<file path="src/rtl/sorted_search.sv">
// Purpose: binary search of a signed key over a DEPTH-entry ascending table held in registers.
// Latency: result valid exactly r_steps edges after query acceptance (1..log2(DEPTH)+1).
// Backpressure: one query in flight; result held until r_ready, writes while busy are dropped.
// Ports: clock/reset_n; wr_en/wr_addr/wr_data table write, wr_drop flags a discarded write;
//        q_valid/q_ready/q_key query handshake; r_valid/r_ready result handshake with
//        r_found, r_index (hit index or insertion point) and r_steps (compares used).
module sorted_search #(
  parameter int DEPTH = 8,
  parameter int WIDTH = 32,
  localparam int AW = $clog2(DEPTH)
) (
  input  logic                    clock,
  input  logic                    reset_n,
  input  logic                    wr_en,
  input  logic [AW-1:0]           wr_addr,
  input  logic signed [WIDTH-1:0] wr_data,
  output logic                    wr_drop,
  input  logic                    q_valid,
  output logic                    q_ready,
  input  logic signed [WIDTH-1:0] q_key,
  output logic                    r_valid,
  input  logic                    r_ready,
  output logic                    r_found,
  output logic [AW:0]             r_index,
  output logic [AW:0]             r_steps
);

  typedef enum logic [1:0] {IDLE, SEARCH, DONE} state_t;

  // Two extra bits on the bounds so hi can reach -1 and lo can reach DEPTH.
  localparam logic signed [AW+1:0] ONE  = (AW+2)'(1);
  localparam logic signed [AW+1:0] LAST = (AW+2)'(DEPTH - 1);

  state_t                  state, state_nxt;
  logic signed [WIDTH-1:0] mem [DEPTH];
  logic signed [WIDTH-1:0] key;
  logic signed [AW+1:0]    lo, hi, lo_nxt, hi_nxt, mid_s;
  logic [AW-1:0]           mid;
  logic                    hit, less, miss;

  // One compare per SEARCH cycle; the bounds are non-negative while searching,
  // so an unsigned floor halving of their sum is the midpoint.
  always_comb begin
    mid    = AW'(($unsigned(lo) + $unsigned(hi)) >> 1);
    mid_s  = $signed({2'b00, mid});
    hit    = (mem[mid] == key);
    less   = (mem[mid] < key);
    lo_nxt = lo;
    hi_nxt = hi;
    if (!hit) begin
      if (less) lo_nxt = mid_s + ONE;
      else      hi_nxt = mid_s - ONE;
    end
    miss = !hit && (lo_nxt > hi_nxt);
  end

  always_ff @(posedge clock or negedge reset_n) begin
    if (!reset_n) state <= IDLE;
    else          state <= state_nxt;
  end

  always_comb begin
    state_nxt = state;
    case (state)
      IDLE:    if (q_valid)     state_nxt = SEARCH;
      SEARCH:  if (hit || miss) state_nxt = DONE;
      DONE:    if (r_ready)     state_nxt = IDLE;
      default:                  state_nxt = IDLE;
    endcase
  end

  assign q_ready = (state == IDLE);
  assign r_valid = (state == DONE);

  always_ff @(posedge clock or negedge reset_n) begin
    if (!reset_n) begin
      for (int i = 0; i < DEPTH; i++) mem[i] <= '0;
      key     <= '0;
      lo      <= '0;
      hi      <= '0;
      r_steps <= '0;
      r_found <= 1'b0;
      r_index <= '0;
      wr_drop <= 1'b0;
    end else begin
      wr_drop <= wr_en && (state != IDLE);
      // A write landing on the acceptance edge is visible to the first compare.
      if (wr_en && state == IDLE) mem[wr_addr] <= wr_data;
      case (state)
        IDLE: begin
          if (q_valid) begin
            key     <= q_key;
            lo      <= '0;
            hi      <= LAST;
            r_steps <= '0;
          end
        end
        SEARCH: begin
          r_steps <= r_steps + (AW+1)'(1);
          lo      <= lo_nxt;
          hi      <= hi_nxt;
          if (hit) begin
            r_found <= 1'b1;
            r_index <= {1'b0, mid};
          end else if (miss) begin
            r_found <= 1'b0;
            r_index <= lo_nxt[AW:0];
          end
        end
        default: ;
      endcase
    end
  end

endmodule
</file>
<file path="config.mk">
export PLATFORM = sky130hd
export DESIGN_NAME = sorted_search
export DESIGN_NICKNAME = d
export VERILOG_FILES = /design/src/rtl/sorted_search.sv
export SDC_FILE = /design/constraint.sdc
export NUM_CORES = 1
export LEC_CHECK = 0
export ABC_CLOCK_PERIOD_IN_PS = 7200
export CORE_MARGIN = 4
export CORE_UTILIZATION = 35
export DETAILED_ROUTE_END_ITERATION = 16
export GPL_TIMING_DRIVEN = 0
export SLEW_MARGIN = 0
export SYNTH_ARGS = -nofsm -noshare
export SYNTH_HDL_FRONTEND = slang
export SYNTH_SLANG_ARGS = --single-unit
</file>
<file path="constraint.sdc">
create_clock -name clock -period 7.2 [get_ports clock]
set_clock_uncertainty 0.1 [all_clocks]
set_input_delay 1.44 -clock clock [delete_from_list [all_inputs] [get_ports clock]]
set_output_delay 1.44 -clock clock [all_outputs]
set_load 0.02 [all_outputs]
</file>
### Metal layers overlaid

The bar under the picture is 50 um long.
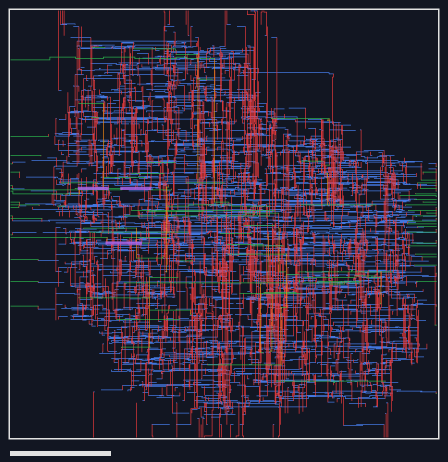
legend:
  green:
    layer: metal 3
    wire_length: 1,830 um
  red:
    layer: metal 2
    wire_length: 16,100 um
  blue:
    layer: metal 1
    wire_length: 17,000 um
  purple:
    layer: metal 5
    wire_length: 44.2 um
  orange:
    layer: metal 4
    wire_length: 474 um
Vias: 8,843
overall global routing resource usage: 15.9%
Final Routed Wirelength: 35.4 mm
final routed wire length divided by cell count: 20.7 um

### Clock routing

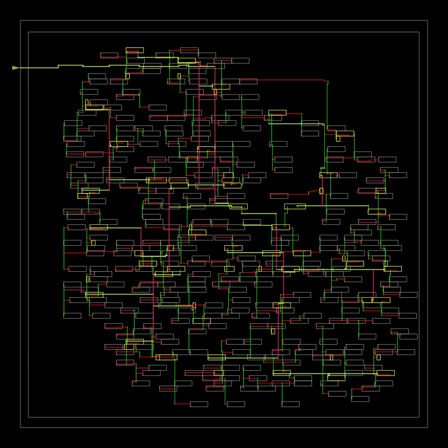
number of buffers created by CTS: 37
clock buffer instance count of the final layout: 56
worst skew pair latency: 0.53 ns

==> deck_impl_summary.md <==
Run Summary

Placement
  – Placed instance area: 16,200 sq um
  – Worst slack after detailed placement: -0.963 ns
  – Final RePlAce weighted congestion: 0.777

Critical path
  – Critical-path cell with the highest stage delay: sky130_fd_sc_hd__clkbuf_1
  – Crit path from: lo[1]$_DFFE_PN0P_
  – Signal arrival time at the worst endpoint: 7.26 ns
  – Critical R2R Launch: lo[1]$_DFFE_PN0P_
  – Worst setup SP type: flip-flop
  – Required time of the critical path: 7.49 ns
  – Buffering stage count on the worst path with inverters included: 2
  – Crit-path cells: ha_1 > a21o_1 > a21oi_1 > xnor2_1 > clkbuf_2 > clkbuf_1 > mux2_2 > ha_1 > a211oi_1 > and3_1 > o21ai_0 > a211oi_4 > mux2i_4 > mux2_1 > ha_1 > nor2b_1 > o21a_1 > o21ai_0 > nand2_1 > a311o_1 > nand2_2 > mux2_2

Flow run
  – Max-capacitance violation count: 0
  – Log Warnings: 32

Logic synthesis
  – Cell taking the most area after synthesis: sky130_fd_sc_hd__dfrtp_1
  – Share of flip-flops with an asynchronous set or reset: 100%
  – Post-synthesis net count: 1,136
  – Top non-seq family: multiplexers
  – Cell area after synthesis: 14,700 sq um
  – Top cells by count, synth: sky130_fd_sc_hd__dfrtp_1 (310), sky130_fd_sc_hd__mux2_2 (283), sky130_fd_sc_hd__mux4_2 (64)
  – Most used flip-flop cell: sky130_fd_sc_hd__dfrtp_1
  – Area fraction in and, or, nand and nor cells: 4.02%

Floorplanning
  – Die Footprint: 45,300 sq um
  – Die boundary height: 213 um
  – I/O pins: 84

Route
  – Post-route ant nets: 0
  – Number of DRC markers after the initial detailed-route iteration: 465
  – Detailed-routing iteration count for the pre-antenna-repair pass: 4
  – Via density: 5.18

Final timing
  – Max frequency: 143 MHz
  – Final setup viols: 0
  – Post-layout worst setup margin: 0.227 ns
  – Endpoints failing hold: 0
  – Period utilization: 96.8%
  – Final total negative setup slack: 0 ns

Clock network
  – Clock edge transition at the registers on the reported setup and hold paths: 0.06 ns
  – Largest buffer count on any clock path: 3
  – Clock root buffer: sky130_fd_sc_hd__clkbuf_16
  – Cts repair resizes: 29

Finish
  – Filler cell count in the final layout: 3,812
  – Area overhead of the layout relative to synthesis: 19.4%
  – # nets final: 1,264
  – Fraction of the core area covered by cells at the end of the flow: 42.7%
  – Area of combinational cells with multiple inputs: 6580 sq um

Global route
  – Initial antenna violation count: 3
  – Via count of the first global-routing pass: 9,454

Run status
  – Status: complete, no violations
### Cell sizes after repair

The bar under the picture is 50 um long.
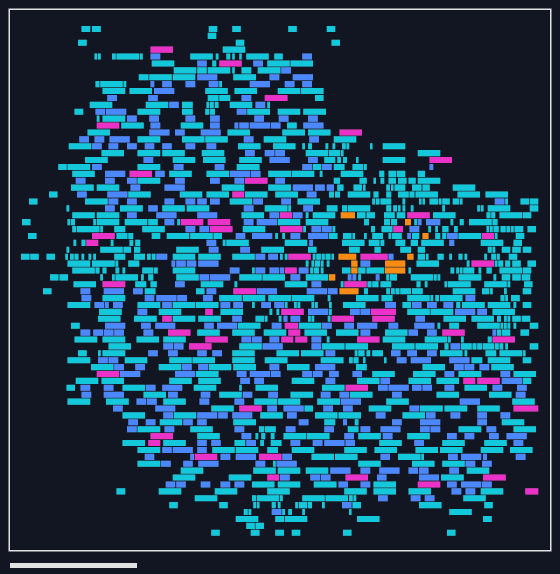
legend:
  magenta:
    size: _6 and larger
    cells: 57
    most_used: clkbuf_16
  orange:
    size: _3 and _4 cells
    cells: 11
    most_used: buf_4
  cyan:
    size: _0 and _1 cells
    cells: 734
    most_used: dfrtp_1
  blue:
    size: _2 cells
    cells: 374
    most_used: mux2_2

==> layout make-up <==
| cell class | instances | area share [%] |
|---|---|---|
| plain buffers | 56 | 1.67 |
| clock buffers | 56 | 6.26 |
| clock inverters | 11 | 0.514 |
| inverters | 35 | 0.749 |
| multi-input cells | 619 | 37.5 |
| flip-flops and latches | 310 | 44.2 |
| well taps | 532 | 3.80 |
| repair buffers | 89 | 5.25 |
==> worst min-delay path by stage <==
stage                                    from                  end  slack [ns]  cells after the start
after floorplan            key[0]$_DFFE_PN0P_   key[0]$_DFFE_PN0P_        0.35                      2
after global placement    mem[34]$_DFFE_PN0P_  mem[34]$_DFFE_PN0P_        0.36                      1
after detailed placement  mem[34]$_DFFE_PN0P_  mem[34]$_DFFE_PN0P_        0.37                      1
after CTS                 mem[34]$_DFFE_PN0P_  mem[34]$_DFFE_PN0P_        0.38                      1
after global routing      mem[36]$_DFFE_PN0P_  mem[36]$_DFFE_PN0P_        0.41                      1
final                     mem[34]$_DFFE_PN0P_  mem[34]$_DFFE_PN0P_        0.38                      1
==> flip-flops by register name (all words and copies together) (netlist names), 2 cells and up <==
| signal | cells |
|---|---|
| r_index | 4 |
| mem | 256 |
| lo | 5 |
| state | 2 |
| hi | 5 |
| key | 32 |
| r_steps | 4 |
==> routing by layer <==
metal,routed length [um],vias up,GRT usage [%]
met2,16100,168,24.9
met1,17000,4627,23.2
li1,-,3995,-
met4,473,6,3.04
met5,44,-,0
met3,1830,47,3.20
